File: config.mk
export PLATFORM = sky130hd
export DESIGN_NAME = hex_display_bank
export DESIGN_NICKNAME = d
export VERILOG_FILES = /design/src/rtl/hex_display_bank.sv
export SDC_FILE = /design/constraint.sdc
export NUM_CORES = 1
export LEC_CHECK = 0
export ABC_AREA = 1
export CAP_MARGIN = 5
export CORE_MARGIN = 2
export CORE_UTILIZATION = 50
export CTS_BUF_LIST = sky130_fd_sc_hd__clkbuf_16
export CTS_CLUSTER_DIAMETER = 150
export CTS_CLUSTER_SIZE = 10
export DETAILED_ROUTE_END_ITERATION = 8
export PLACE_DENSITY = 0.77
export SYNTH_ARGS = -nofsm -noshare
export SYNTH_HDL_FRONTEND = slang
export SYNTH_SLANG_ARGS = --single-unit
export TNS_END_PERCENT = 30
File: constraint.sdc
create_clock -name CLOCK_50 -period 3.2 [get_ports CLOCK_50]
set_clock_uncertainty 0.05 [all_clocks]
set_input_delay 0.64 -clock CLOCK_50 [delete_from_list [all_inputs] [get_ports CLOCK_50]]
set_output_delay 0.64 -clock CLOCK_50 [all_outputs]
set_load 0.02 [all_outputs]
File: src/rtl/hex_display_bank.sv
// Registered bank of active-low seven-segment hex digit drivers with load/freeze capture,
// leading-zero blanking, change-detect pulse and optional blinking (HEX_DISPLAY_BANK_BLINK_EN).
module hex_display_bank #(
    parameter int unsigned DIGITS    = 8,
    parameter int unsigned BLINK_DIV = 25_000_000
) (
    input  logic                  CLOCK_50,
    input  logic                  reset,
    input  logic                  load,
    input  logic [4*DIGITS-1:0]   value,
    input  logic                  freeze,
    input  logic                  blank_lz,
    input  logic [DIGITS-1:0]     blink_mask,
    output logic [7*DIGITS-1:0]   hex,
    output logic                  changed
);

    localparam int unsigned VW = 4 * DIGITS;
    localparam int unsigned HW = 7 * DIGITS;
    localparam logic [6:0] SEG_BLANK = 7'b1111111;

    logic [VW-1:0]     held;
    logic [HW-1:0]     hex_next;
    logic [DIGITS-1:0] blink_blank;
    logic [DIGITS-1:0] lz_blank;
    logic              capture_c;

    // Active-low {g,f,e,d,c,b,a} code for one nibble.
    function automatic logic [6:0] seg7(input logic [3:0] nib);
        logic [6:0] code;
        case (nib)
            4'h0: code = 7'b1000000;
            4'h1: code = 7'b1111001;
            4'h2: code = 7'b0100100;
            4'h3: code = 7'b0110000;
            4'h4: code = 7'b0011001;
            4'h5: code = 7'b0010010;
            4'h6: code = 7'b0000010;
            4'h7: code = 7'b1111000;
            4'h8: code = 7'b0000000;
            4'h9: code = 7'b0010000;
            4'hA: code = 7'b0001000;
            4'hB: code = 7'b0000011;
            4'hC: code = 7'b1000110;
            4'hD: code = 7'b0100001;
            4'hE: code = 7'b0000110;
            default: code = 7'b0001110;
        endcase
        return code;
    endfunction

    assign capture_c = load & ~freeze;

    // Capture register, change-detect pulse and registered segment outputs.
    always_ff @(posedge CLOCK_50 or posedge reset) begin
        if (reset) begin
            held    <= '0;
            changed <= 1'b0;
            hex     <= {HW{1'b1}};
        end else begin
            if (capture_c) begin
                held <= value;
            end
            changed <= capture_c && (value != held);
            hex     <= hex_next;
        end
    end

`ifdef HEX_DISPLAY_BANK_BLINK_EN
    localparam int unsigned CW = $clog2(BLINK_DIV);

    logic [CW-1:0] bcnt;
    logic          blink_phase;

    // Half-period counter; phase flips on every wrap.
    always_ff @(posedge CLOCK_50 or posedge reset) begin
        if (reset) begin
            bcnt        <= '0;
            blink_phase <= 1'b0;
        end else if (bcnt == CW'(BLINK_DIV - 1)) begin
            bcnt        <= '0;
            blink_phase <= ~blink_phase;
        end else begin
            bcnt <= bcnt + CW'(1);
        end
    end

    assign blink_blank = blink_phase ? blink_mask : '0;
`else
    logic unused_blink;

    assign unused_blink = ^blink_mask;
    assign blink_blank  = '0;
`endif

    // Leading-zero scan from the top digit down; digit 0 always shows.
    always_comb begin
        logic zero_above;
        lz_blank   = '0;
        zero_above = 1'b1;
        for (int i = DIGITS - 1; i >= 0; i--) begin
            if (held[4*i +: 4] == 4'h0) begin
                lz_blank[i] = blank_lz && zero_above && (i != 0);
            end else begin
                zero_above = 1'b0;
            end
        end
    end

    // Blink blanking wins over leading-zero blanking, which wins over the code.
    always_comb begin
        hex_next = {HW{1'b1}};
        for (int i = 0; i < DIGITS; i++) begin
            if (blink_blank[i] || lz_blank[i]) begin
                hex_next[7*i +: 7] = SEG_BLANK;
            end else begin
                hex_next[7*i +: 7] = seg7(held[4*i +: 4]);
            end
        end
    end

endmodule

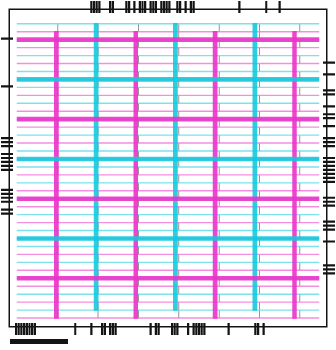
(PDN straps and rails)
Scale bar: 20 µm. Pins as bars on the die edge. Tap cells in gray.
| color | net |
|---|---|
| magenta | VSS |
| cyan | VDD |
signal pins: 102
met4 straps: 7
rows: 37
tap cells: 136

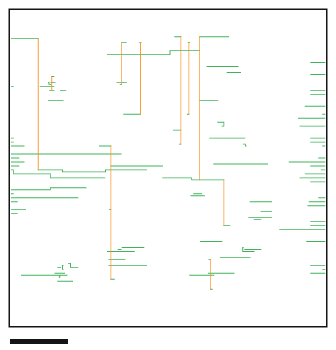
(wiring by layer)
Scale bar: 20 µm. Only two layers are drawn.
| color | layer | wire length |
|---|---|---|
| orange | met4 | 270 µm |
| green | met3 | 667 µm |

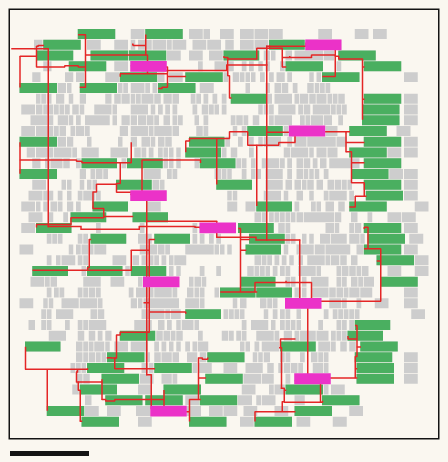
(routed clock nets over the placement)
Scale bar: 20 µm.
[red] clock wires | length: 1170 µm
[magenta] cells driving clock nets | count: 9
[green] flip-flops | count: 89
routed clock nets: 10

==> results.txt <==
Observations from the implementation run.

Status:
- The flow ran to the end, and the final reports show no timing, DRC or antenna violations.

Worst hold path:
- In this run the worst hold path is classified as reg2reg.

Clocking:
- The run gives the number of clock buffers inserted by TritonCTS as 9.
- The tree is rooted in a sky130_fd_sc_hd__clkbuf_16.
- The run gives the depth of the CTS H-tree as 3.
- The clock reaches the later pin of the worst-skew pair after 0.35 ns.
- The run gives the post-cts hold buffer count as 0.
- The run gives the number of clock sinks as a little under 90.
- Counting along the longest clock path gives a buffer depth of 2.
- TritonCTS built the clock tree.
- The run gives the number of setup buffers added after CTS as 0.
- The run gives the post-CTS resize count as 0.

Worst setup path:
- The run puts the delay of the slowest cell on the worst path at 0.61 ns.
- STA classifies the critical path endpoint as an output port.
- The run puts the data arrival time of the critical path at ~1.5 ns.
- The cell family contributing the most delay on the critical path is buffers and inverters.
- The run gives the data required time of the critical path as between 2 and 3 ns.
- The run puts the top fanout value on the critical path at 1.
- Per STA, the worst path is made up of clkdlybuf4s50_1.
- The critical path's slowest stage uses the library cell sky130_fd_sc_hd__clkdlybuf4s50_1.
- The run gives the type of origin of the critical path as a register.
- The run gives the critical path class as reg2out.

Timing:
- The run puts the clock period minus worst slack at 2.17 ns.
- The most critical hold endpoint after final layout shows a slack of 0.521 ns.
- Setup repair after global routing left no endpoint under its margin.
- For the pin with the worst max-slew slack, the measured transition is 0.701 ns.
- The run puts the number of endpoints failing setup at the final stage at 0.
- The run puts the final hold violation count at 0.
- The run gives the final period utilization as 68.0%.
- The run puts the achievable frequency at 460 MHz.
- The run puts the final max-slew violation count at 0.
- Adding up every negative setup slack in the final design gives 0 ns.

Die:
- The run gives the starting utilization of the core area as 52.0%.
- The run puts the count of standard-cell rows at 37.
- The run puts the die boundary width at 108 µm.
- The run puts the vertical die dimension at about 110 µm.
- The run puts the core area at 10400 µm².
- The overall die size recorded for this design is 11700 µm².
- The floorplan report gives the top-level pin count as between 100 and 150.

Routing:
- The run puts the number of violations reported at the end of detailed-routing iteration 0 at around 210.
- The first detailed-routing pass took 5 iterations.
- The run gives the total routed wirelength as 12200 µm.
- Dividing the detail-routed wire length by the instance count gives between 10 and 15 µm.
- The run puts the number of design rule violations left after detail routing at 0.
- The run gives the detailed-route vias per instance as 5.23.

Place:
- The run gives the count of port buffers added during placement as between 90 and 100.
- The run gives the detailed-placement wirelength estimate as 9140 µm.

Job:
- The tool warning count for the run is 68.
- The run puts the max capacitance violation total at 0.

Yosys:
- The run puts the share of flip-flops with an asynchronous set or reset at 100%.
- The run puts the synthesized instance count at 677.
- The run puts the sequential cell area fraction in the yosys report at 42.4%.
- Yosys mapped the design onto 40 distinct sky130hd cell types.
- The run puts the cell total in the yosys stat output at about 680.
- After synthesis the netlist holds a flip-flop and latch count of roughly 89.
- In the synthesized netlist the dominant register cell turns out to be sky130_fd_sc_hd__dfstp_2.
- The number of nets in the synthesized netlist is 764.
- The run gives the post-synthesis instance area as approximately 5400 µm².
- The run puts the area figure in the yosys stat output at 5420 µm².

Power and ir drop:
- IR analysis of the VDD net gives a maximum drop of 0.318 mV.
- The leakage power in the latest report is 3.24 nW.
- The run puts the power density over the cells at approximately 580 nW/µm².

GRT:
- The run gives the remaining global-route overflow as 0.
- The run puts the initial antenna violation count at 0.
- The run gives the largest net degree at the start of global routing as 49.
- In the global route stage, overall resource usage came out at 22.0%.
- The number of global-route vias before repair is between 4000 and 5000.
- The run gives the global-route wire length before repair as 20500 µm.

Cells and area:
- The most common logic cell in the final layout is sky130_fd_sc_hd__nand2_1.
- The run gives the final net count as around 850.
- The library cells used most frequently in the layout, excluding fill and tap cells, are sky130_fd_sc_hd__nand2_1 (203), sky130_fd_sc_hd__clkdlybuf4s50_1 (93), sky130_fd_sc_hd__inv_1 (77), sky130_fd_sc_hd__dfstp_2 (56), sky130_fd_sc_hd__nor2_1 (53).
- The number of antenna diodes in the final layout is 0.
- Fill cells in the final layout number about 880.
==> layer usage <==
layer / global-route usage [%] / vias to the layer above / routed length [µm]
li1: - / 2333 / -
met1: 26.8 / 2218 / 5080
met2: 37.3 / 145 / 6140
met3: 4.76 / 25 / 667
met4: 10.1 / 0 / 269
met5: 0 / - / 0
==> synth_stat cells, types with 7 or more instances <==
cell type / n / share of area (%)
sky130_fd_sc_hd__buf_6: 7 / 1.5
sky130_fd_sc_hd__o22ai_1: 7 / 0.81
sky130_fd_sc_hd__nand2_2: 8 / 0.92
sky130_fd_sc_hd__nand3_1: 24 / 2.2
sky130_fd_sc_hd__dfstp_2: 56 / 27
sky130_fd_sc_hd__nand2_1: 204 / 14
sky130_fd_sc_hd__buf_2: 8 / 0.74
sky130_fd_sc_hd__o21ai_0: 52 / 4.8
sky130_fd_sc_hd__o211ai_1: 13 / 1.8
sky130_fd_sc_hd__ha_1: 42 / 9.7
sky130_fd_sc_hd__inv_2: 14 / 0.97
sky130_fd_sc_hd__dfrtp_1: 33 / 15
sky130_fd_sc_hd__a21oi_1: 28 / 2.6
sky130_fd_sc_hd__inv_1: 76 / 5.3
sky130_fd_sc_hd__nor2_1: 53 / 3.7
==> flip-flops by register name (all words and copies together) (netlist names) <==
signal	count
hex	56
held	32
changed	1
==> cell families (layout without fill, tap and decap cells) <==
kind of cell	Yosys count	after routing	synth area share, %
xor gates and xnor gates	3	3	0.485
buffers and inverters	115	205	9.50
AOI/OAI and AO/OA	121	121	13.1
and+or+nand+nor	307	307	24.8
DFF	89	89	42.4
adders and majority gates	42	42	9.70
==> cell type report <==
type | count | area (µm²) | area share [%]
inverter | 93 | 363 | 5.43
clock inverter | 6 | 25.0 | 0.375
sequential | 89 | 2300 | 34.4
timing repair buffer | 96 | 966 | 14.5
clock buffer | 10 | 250 | 3.75
tap | 136 | 170 | 2.55
multi-input combinational | 473 | 2610 | 39.0
==> worst paths after layout <==
kind / startpoint / slack, ns / depth (start not counted) / to
max: hex[10] / 1.03 / 1 / hex[10]
min: held[0] / 0.52 / 2 / held[0]
max reg2reg: held[28] / 1.44 / 8 / hex[16]
min reg2reg: held[0] / 0.52 / 2 / held[0]
max in group asynchronous: reset / 1.70 / 3 / hex[44]
min in group asynchronous: reset / 0.66 / 2 / held[12]
==> where the power goes <==
group          switching [mW]  internal (mW)  total [mW]
sequential              0.163           1.43        1.60
combinational           0.724          0.551        1.28
clock                   0.424          0.559       0.983
==> per-stage QoR <==
stage	power [mW]	cell area, µm²	std cells	utilization [%]	worst slack (ns)
final	3.85	6680	903	64.1	1.03
after global routing	4.08	6680	903	64.1	0.999
after CTS	3.88	6680	903	64.1	1.02
after detailed placement	2.89	6400	887	61.5	1.12
after global placement	2.83	6400	887	61.5	1.14
after floorplan	2.40	5420	677	-	0.296
Power and IR drop assume default switching activity.
